Figure 1. Sizing map (run 1).
Drawn at 2 px/µm.
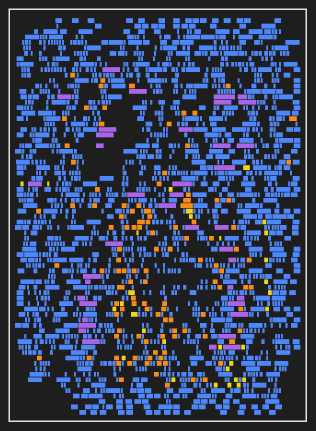
Figure 2. Track usage over the die (run 1).
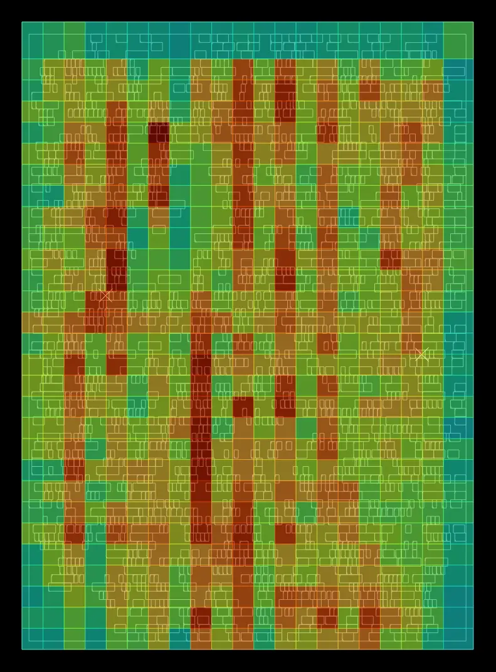
Figure 3. Cell classes on the final placement (run 1).
Drawn at 2 px/µm.
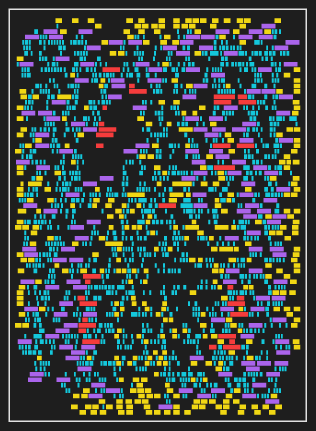
`src/rtl/ysyx_23060236_btb_update.sv`:
```
// EXU-side BTB writer: resolves each branch/jump against the IFU's predicted next PC,
// writes taken mispredicts into the BTB, pulses a flush and holds a redirect until the IFU accepts it.
module ysyx_23060236_btb_update #(
  parameter int ADDR_LEN = 25,
  parameter int DATA_LEN = 32,
  parameter int CNT_LEN  = 32
) (
  input  logic                clock,
  input  logic                reset,

  input  logic                in_valid,
  output logic                in_ready,
  input  logic [DATA_LEN-1:0] in_pc,
  input  logic                in_taken,
  input  logic [DATA_LEN-1:0] in_target,
  input  logic [DATA_LEN-1:0] in_pred_npc,

  output logic                btb_wvalid,
  output logic [ADDR_LEN-1:0] btb_awaddr,
  output logic [DATA_LEN-1:0] btb_wdata,

  output logic                flush,

  output logic                redirect_valid,
  input  logic                redirect_ready,
  output logic [DATA_LEN-1:0] redirect_pc,

  output logic [CNT_LEN-1:0]  br_cnt,
  output logic [CNT_LEN-1:0]  miss_cnt
);

  typedef enum logic {
    IDLE  = 1'b0,
    REDIR = 1'b1
  } state_e;

  localparam logic [DATA_LEN-1:0] PC_STEP = DATA_LEN'(4);

  state_e              state_q;
  state_e              state_d;
  logic                fire;
  logic                miss_fire;
  logic [DATA_LEN-1:0] actual_npc;

  assign in_ready       = (state_q == IDLE);
  assign redirect_valid = (state_q == REDIR);
  assign fire           = in_valid && in_ready;

  // Sequential fall-through wraps naturally at the top of the address space.
  assign actual_npc = in_taken ? in_target : in_pc + PC_STEP;
  assign miss_fire  = fire && (actual_npc != in_pred_npc);

  // NOTE: every signal assigned in always_comb gets a default first, so no path can infer a latch.
  always_comb begin
    state_d = state_q;
    case (state_q)
      IDLE:    if (miss_fire)      state_d = REDIR;
      REDIR:   if (redirect_ready) state_d = IDLE;
      default:                     state_d = IDLE;
    endcase
  end

  // NOTE: state is updated with non-blocking assignments so every flop samples pre-edge values.
  always_ff @(posedge clock) begin
    if (!reset) begin
      state_q     <= IDLE;
      btb_wvalid  <= 1'b0;
      btb_awaddr  <= '0;
      btb_wdata   <= '0;
      flush       <= 1'b0;
      redirect_pc <= '0;
      br_cnt      <= '0;
      miss_cnt    <= '0;
    end else begin
      state_q    <= state_d;
      btb_wvalid <= miss_fire && in_taken;
      flush      <= miss_fire;

      // A not-taken mispredict is a stale BTB hit; only the redirect repairs the path.
      if (miss_fire && in_taken) begin
        btb_awaddr <= in_pc[ADDR_LEN-1:0];
        btb_wdata  <= in_target;
      end

      if (miss_fire) redirect_pc <= actual_npc;

      // Statistics counters stick at all-ones instead of wrapping.
      if (fire && (br_cnt != '1))        br_cnt   <= br_cnt + CNT_LEN'(1);
      if (miss_fire && (miss_cnt != '1)) miss_cnt <= miss_cnt + CNT_LEN'(1);
    end
  end

endmodule

```
`config.mk`:
```
export PLATFORM = sky130hd
export DESIGN_NAME = ysyx_23060236_btb_update
export DESIGN_NICKNAME = d
export VERILOG_FILES = /design/src/rtl/ysyx_23060236_btb_update.sv
export SDC_FILE = /design/constraint.sdc
export NUM_CORES = 1
export LEC_CHECK = 0
export ABC_AREA = 1
export CELL_PAD_IN_SITES_DETAIL_PLACEMENT = 0
export CELL_PAD_IN_SITES_GLOBAL_PLACEMENT = 1
export CORE_ASPECT_RATIO = 1.4
export CORE_MARGIN = 2
export CORE_UTILIZATION = 33
export CTS_BUF_LIST = sky130_fd_sc_hd__clkbuf_8 sky130_fd_sc_hd__clkbuf_16
export DETAILED_ROUTE_END_ITERATION = 6
export HOLD_SLACK_MARGIN = 0.08
export PLACE_DENSITY_LB_ADDON = 0.2
export SLEW_MARGIN = 20
export SYNTH_ARGS = -nofsm -noshare
export SYNTH_HDL_FRONTEND = slang
export SYNTH_SLANG_ARGS = --single-unit
```
`constraint.sdc`:
```
create_clock -name clock -period 3.49 [get_ports clock]
set_input_delay 0.698 -clock clock [delete_from_list [all_inputs] [get_ports clock]]
set_output_delay 0.698 -clock clock [all_outputs]
set_load 0.02 [all_outputs]
```
==> flow_summary.json, run 1 <==
{
  "viasPerCell": 4.58,
  "post-route-drc-count": 4,
  "cts_hold_buffers": 0,
  "yosys_warnings": 0,
  "max-vdd-ir-drop_v": 0.000280,
  "seq_area_um2": 3120,
  "maxSlewViolCount": 0,
  "cts_max_level": 4,
  "switchingPower_uw": 1490,
  "ys.flops": 156,
  "syn_nets": 1752,
  "gr-total-overflow": 0,
  "p_clk_share_pct": 40.4,
  "ys_seq_share_pct": 32.7,
  "ys_chip_area_um2": 9550,
  "postPlaceCellArea_um2": 13200,
  "cp-start-kind": "primary input",
  "ios": 258,
  "grt_max_degree": 99,
  "critPathMostFrequentCell": "nand2_1",
  "clkLatencyLatePin_ps": 440,
  "cp_slowest_stage_delay_ps": 490,
  "die_area_um2": 30300,
  "required_ps": 3860,
  "cts_tree": "done",
  "period_minus_slack_ps": 3250,
  "clock_path_buffers": 2,
  "power.share.sequential_pct": 38.9,
  "cp_cell_sequence": "clkdlybuf4s50_1, ha_1, nand2_1, nor2_4, nand2_1, nor2_1, buf_4, nand2_1, nand2_1, nand2_1, nand3b_1, nand2_1, nor2_1, nand2_1, nor2_1, buf_4, nand3_4, buf_12, clkbuf_16, nand4_1, nand2_1, nor2_1",
  "finalNetCount": 2075,
  "max_cap_viol_count": 0,
  "grt_pass1_vias": 10200,
  "cpMaxStageDelayCell": "clkdlybuf4s50_1",
  "p_int_uw": 3440,
  "netlist_area_um2": 9550,
  "syn_to_final_growth_pct": 46.0,
  "firstDrtPassIters": 7,
  "worst_pin_slew_ps": 693,
  "cp_max_fo": 25,
  "path_clk_slew_ps": 70,
  "routed_wl_mm": 35.1,
  "status": "complete, but fails checks",
  "crit_type": "primary input to flop",
  "fp.dieW_um": 148,
  "switching_share_pct": 30.2,
  "comb_area_um2": 4970,
  "hold_ws_ps": 480,
  "cts_inserted_buffers": 17,
  "ant_nets": 0,
  "port_buffers": 257,
  "finalClockSkew_ps": 10.5,
  "timing.final.crit_share_pct": 93.1,
  "tool_warnings": 26,
  "layout_top_cell": "nand2_1",
  "drive_gt1_share_pct": 9.17,
  "p_comb_share_pct": 20.7,
  "crit_path_end_kind": "flop",
  "ys_cells": 1648,
  "fp_util_pct": 33.6,
  "hold_start": "btb_wdata[4]",
  "postSynthAreaPerCell_um2": 5.79,
  "holdCritPathClass": "flop to flop",
  "cts.sinks": 156,
  "fillers": 2982,
  "slew-limit-headroom_pct": 53.8,
  "violations": "design-rule violations",
  "yosys.area.top_type": "dfxtp_1",
  "cp-startpoint": "in_pc[3]",
  "cp_num_buf_inv": 5,
  "cts_root_buf": "clkbuf_16",
  "power_density_nw_per_um2": 354,
  "hold_viol": 0,
  "place_congestion": 0.930,
  "ys_types": 31,
  "r2r_start": "miss_cnt[0]",
  "cp.arrival_ps": 3620,
  "topCellsByArea": "dfxtp_1, nand2_1, inv_1",
  "vias": 10800,
  "dp_hpwl_mm": 26.9,
  "clock.fmax_ghz": 0.308,
  "antenna_found_initial": 3,
  "total_leakage_power_uw": 0.00650,
  "fp.dieH_um": 205,
  "finalPower_uw": 4930,
  "grt_setup_unrepaired": "false",
  "initialDrtViolationCount": 484,
  "crit_family": "simple AND/OR/NAND/NOR gates",
  "syn-instance-count": 1648,
  "setup_viol": 0,
  "top_area_share_pct": 32.7,
  "grt_pass1_wl_mm": 54.0,
  "final_cell_mix": "nand2_1, inv_1, nor2_1, clkdlybuf4s50_1, dfxtp_1"
}
Notes on Figure 1 above:
color	size	cells	share
purple	drive 6 and up	39	2.0%
yellow	drive 2	31	1.6%
orange	drive 3 to 4	112	5.6%
blue	drive 1 or less	1802	91%
Non-clock buffers: 369
Final Instance Area: 13900 µm²
worst setup margin: 241 ps

Notes on Figure 2 above:
M2 GR Usage: 41.7%
post-layout util: 49.1%
Routed WL per cell: 14.9 µm
GRT Overall Usage: 22.7%
M3 GR Usage: 4.41%

Notes on Figure 3 above:
color	class	cells	share of their area
purple	flip-flops	156	23%
cyan	all other logic	1427	46%
yellow	other buffers and delay cells	369	26%
red	clock drivers and dummy loads	32	4.6%
flop share of the area: 22.4%
Row Count: 73
core footprint: 28400 µm²

[run 1: synth_stat cells (all sizes together)]
cell type / n
nand4: 92
clkbuf: 32
nor2: 266
a221oi: 1
a21oi: 25
nor3b: 3
nor4: 4
xnor2: 5
buf: 33
inv: 321
o21ba: 1
o21a: 5
nand2: 472
dfxtp: 156
o21ai: 56
a31oi: 1
or2: 16
xor2: 7
nand3b: 15
nor3: 31
ha: 3
nand3: 103
[run 1: worst paths after layout]
check / endpoint / slack (ps) / cells after the start
setup / recovery: btb_awaddr[14] / 240 / 22
hold / removal: btb_wdata[4] / 480 / 2
setup reg to reg: miss_cnt[25] / 730 / 16
hold reg to reg: btb_wdata[4] / 480 / 2
[run 1: routing by layer]
metal / share of wire, % / vias to the layer above / track usage [%]
li1: - / 5703 / -
met4: 2.0 / 4 / 6.90
met1: 43 / 4824 / 26.5
met3: 4.8 / 35 / 4.41
met2: 50 / 237 / 41.7
met5: 0.077 / - / 0
[run 1: sequential cells by signal, summed over array words and instances (netlist names)]
register        cells
br_cnt             32
btb_wdata          32
miss_cnt           32
redirect_pc        32
btb_awaddr         25
btb_wvalid          1
flush               1
redirect_valid      1
[run 1: per-stage QoR]
| stage | instances | TNS, ps | worst slack (ps) |
|---|---|---|---|
| after floorplan | 1648 | 0 | 795 |
| after global placement | 2322 | -34720 | -344 |
| after detailed placement | 2322 | -29350 | -302 |
| after CTS | 2354 | 0 | 148 |
| after global routing | 2359 | 0 | 10.4 |
| final | 2360 | 0 | 241 |
[run 1: power groups by stage]
stage | Clock (µW) | Sequential (µW) | Combinational, µW
2_1_floorplan | 0 | 2050 | 411
3_3_place_gp | 0 | 1960 | 1020
3_5_place_dp | 0 | 1960 | 1020
4_1_cts | 2040 | 1920 | 1020
5_1_grt | 2120 | 1930 | 1120
6_report | 1990 | 1920 | 1020
[run 1: area by class of cell]
class	count	share of cell area (%)
diodes	1	0.0179
flip-flops and latches	156	22.4
clock inverters	14	1.27
multi-input cells	1106	35.6
repair buffers	369	25.5
inverters	321	8.64
well taps	375	3.37
clock buffers	18	3.15
[run 1: tightest hold or removal path, cell delays in order (launching register included)]
cell and delay (ps):
dfxtp_1 310, nand3_1 70, o21ai_1 50
[run 1: cell families (layout without fill, tap and decap cells)]
group                      Yosys count  in the layout  share of synthesized area, %
buffers and inverters              386            722                          15.7
AOI/OAI and AO/OA                   89             89                          4.90
DFF                                156            156                          32.7
xor gates and xnor gates            12             12                          1.10
adders and majority gates            3              3                         0.393
and+or+nand+nor                   1002           1002                          45.2
other                                0              1                             0
[run 1: timing repair]
action	4_1_cts	5_1_grt
hold endpoints to repair	0	0
resized	0	12
buffers inserted	0	3
endpoints found under the setup margin	0	111
==> run 1 -> run 2 <==
--- a/config.mk
+++ b/config.mk
@@ -11,7 +11,6 @@
 export CORE_ASPECT_RATIO = 1.4
 export CORE_MARGIN = 2
 export CORE_UTILIZATION = 33
-export CTS_BUF_LIST = sky130_fd_sc_hd__clkbuf_8 sky130_fd_sc_hd__clkbuf_16
 export DETAILED_ROUTE_END_ITERATION = 6
 export HOLD_SLACK_MARGIN = 0.08
 export PLACE_DENSITY_LB_ADDON = 0.2
Figure 4. A small window of the routed layout (run 2).
Region (24, 141) to (49, 166) µm. Cells in gray, sequential cells in the stronger gray; small squares are vias.
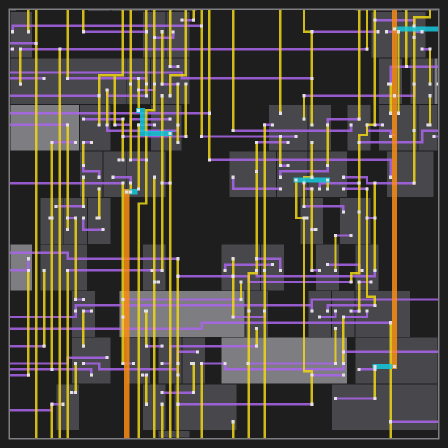
color	layer
purple	met1
cyan	met3
orange	met4
yellow	met2
sequential cells in the window	3
most frequent	inv_1 (13), nand2_1 (9), nor2_1 (7)
netlist names of flops here include	miss_cnt (3)
cells with their middle in the window	52

==> run 2 against run 1 <==
Compared with the run above:
- the flow still finishes with violations (design-rule violations)
- worst setup slack unchanged
- sequential cell count unchanged
- combinational power about the same
- count of clock-buffer cells in the layout unchanged
- power unchanged
- first-iteration DRC count unchanged
- fmax unchanged
- global-route usage unchanged
- largest cell class unchanged
==> flow_summary.json, run 2 <==
{
  "power_density_nw_per_um2": 354,
  "antenna_found_initial": 3,
  "grt_setup_unrepaired": "false",
  "grt_max_degree": 99,
  "pre_cts_ws_ps": -302,
  "timing.final.crit_share_pct": 93.1,
  "r2r_start": "miss_cnt[0]",
  "port_buffers": 257,
  "status": "complete, but fails checks",
  "syn_nets": 1752,
  "gr-total-overflow": 0,
  "initialDrtViolationCount": 484,
  "syn_to_final_growth_pct": 46.0,
  "clkLatencyLatePin_ps": 440,
  "period_minus_slack_ps": 3250,
  "rrSetupSlack_ps": 730,
  "setup_viol": 0,
  "cts_hold_buffers": 0,
  "post-route-drc-count": 4,
  "fp.dieW_um": 148,
  "cp.arrival_ps": 3620,
  "slew-limit-headroom_pct": 53.8,
  "hold_ws_ps": 480,
  "synthArstFlopShare_pct": 0,
  "cts_tree": "done",
  "cp-start-kind": "primary input",
  "finalPower_uw": 4930,
  "common_cells": "nand2_1, inv_1, nor2_1, dfxtp_1, nand3_1",
  "place_congestion": 0.930,
  "placedCellCount": 2322,
  "fp_util_pct": 33.6,
  "grt_pass1_vias": 10200,
  "num_rows": 73,
  "final_cell_mix": "nand2_1, inv_1, nor2_1, clkdlybuf4s50_1, dfxtp_1",
  "final_cells": 2360,
  "crit_type": "primary input to flop",
  "postSynthAreaPerCell_um2": 5.79,
  "ys_cells": 1648,
  "worst_pin_slew_ps": 693,
  "worstHoldPathCells": 2,
  "yosys.area.top_type": "dfxtp_1",
  "r2r_cells": 16,
  "grt_usage_pct": 22.7,
  "ys_types": 31,
  "required_ps": 3860,
  "grt_pass1_wl_mm": 54.0,
  "total_leakage_power_uw": 0.00650,
  "drt-wirelength-per-cell_um": 14.9,
  "maxSlewViolCount": 0,
  "firstDrtPassIters": 7,
  "ys.flops": 156,
  "fp.dieH_um": 205,
  "cp_max_fo": 25,
  "dp_hpwl_mm": 26.9,
  "most_common_cell": "nand2_1",
  "coreArea_um2": 28400,
  "min_to": "btb_wdata[4]",
  "path_clk_slew_ps": 70,
  "ys_chip_area_um2": 9550,
  "r2r_end": "miss_cnt[25]",
  "finalClockSkew_ps": 10.5,
  "clock.fmax_ghz": 0.308,
  "layout_top_cell": "nand2_1",
  "topCellsByArea": "dfxtp_1, nand2_1, inv_1",
  "ios": 258,
  "cts_inserted_buffers": 17,
  "fillers": 2982,
  "top_area_share_pct": 32.7,
  "violations": "design-rule violations",
  "drive_gt1_share_pct": 9.17,
  "edf_count": 0,
  "ys_seq_share_pct": 32.7,
  "cts_root_buf": "clkbuf_16",
  "crit_path_end_kind": "flop",
  "tool_warnings": 26,
  "netlist_area_um2": 9550,
  "die_area_um2": 30300,
  "syn-instance-count": 1648,
  "finalNetCount": 2075,
  "layout_setup_ws_ps": 241,
  "hold_start": "btb_wdata[4]",
  "yosys_most_used_dff": "dfxtp_1",
  "viasPerCell": 4.58,
  "cts_max_level": 4,
  "holdCritPathClass": "flop to flop",
  "ant_nets": 0,
  "fin_tns_setup_ps": 0,
  "yosys_warnings": 0,
  "clock_path_buffers": 2,
  "cts.sinks": 156,
  "max-vdd-ir-drop_v": 0.000280,
  "hold_viol": 0,
  "max_cap_viol_count": 0
}
Figure 5. M1 wires (run 2).
Drawn at 2 px/µm.
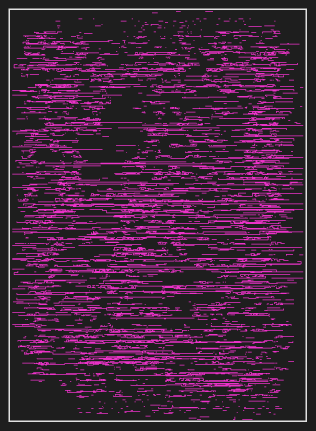
wire length on this layer	15000 µm
nets with wire on the layer	1929
share of all routed wire	43%
longest straight run	63.9 µm
Via Count: 10800
final wirelength: 35.1 mm
met1 global-route usage: 26.5%

## run 2: cell counts in the layout (fill, tap and decap cells not counted)
Identical to the previous run, type by type.
## run 2: repair_timing
action,in CTS,in global routing
endpoints found under the setup margin,0,111
resized,0,12
setup buffers,0,3
## run 2: cells by family (layout without fill, tap and decap cells)
logic type | count (synthesis) | after routing | synth area share, %
buf+inv | 386 | 722 | 15.7
flops | 156 | 156 | 32.7
fa+ha+maj | 3 | 3 | 0.393
simple gates | 1002 | 1002 | 45.2
other cells | 0 | 1 | 0
xor+xnor | 12 | 12 | 1.10
compound gates | 89 | 89 | 4.90
## run 2: final cells by class
type                            count  area, µm²  area share, %
Antenna cell                        1       2.50         0.0179
Clock buffer                       18        439           3.15
Clock inverter                     14        176           1.27
Inverter                          321       1200           8.64
Tap cell                          375        469           3.37
Sequential cell                   156       3120           22.4
Multi-Input combinational cell   1106       4970           35.6
Timing Repair Buffer              369       3560           25.5
## run 2: per-stage QoR
| step | util (%) | cell area, µm² |
|---|---|---|
| finish | 49.1 | 13900 |
| global route | 49.1 | 13900 |
| CTS | 48.6 | 13800 |
| detailed placement | 46.5 | 13200 |
| global placement | 46.5 | 13200 |
| floorplan | - | 9550 |
## run 2: per-layer routing
layer  track usage [%]  vias to the layer above  wire length, µm
met5                 0                        -               27
met4              6.90                        4              709
met3              4.41                       35             1680
met2              41.7                      237            17700
met1              26.5                     4824            15000
li1                  -                     5703                -
## run 2: worst max-delay path: stages
cell and delay (ps):
clkdlybuf4s50_1 490, ha_1 170, nand2_1 90, nor2_4 190
nand2_1 120, nor2_1 120, buf_4 150, nand2_1 50
nand2_1 110, nand2_1 80, nand3b_1 110, nand2_1 60
nor2_1 90, nand2_1 60, nor2_1 110, buf_4 140
nand3_4 140, buf_12 180, clkbuf_16 190, nand4_1 90
nand2_1 60, nor2_1 100
## run 2: power by group
group | switching [µW] | internal (µW) | leakage [µW] | total [µW]
registers | 53.7 | 1870 | 0.00128 | 1920
logic | 553 | 467 | 0.00492 | 1020
clock network | 883 | 1110 | 0.000301 | 1990
## run 2: worst max-delay path by stage
stage / start / cells past startpoint / end
global placement: in_pc[5] / 21 / miss_cnt[28]
floorplan: in_pc[2] / 22 / redirect_valid
finish: in_pc[3] / 22 / btb_awaddr[14]
CTS: in_pc[5] / 19 / btb_wdata[10]
global route: in_pc[3] / 22 / miss_cnt[10]
detailed placement: in_pc[4] / 21 / miss_cnt[13]
Power and IR drop assume default switching activity.
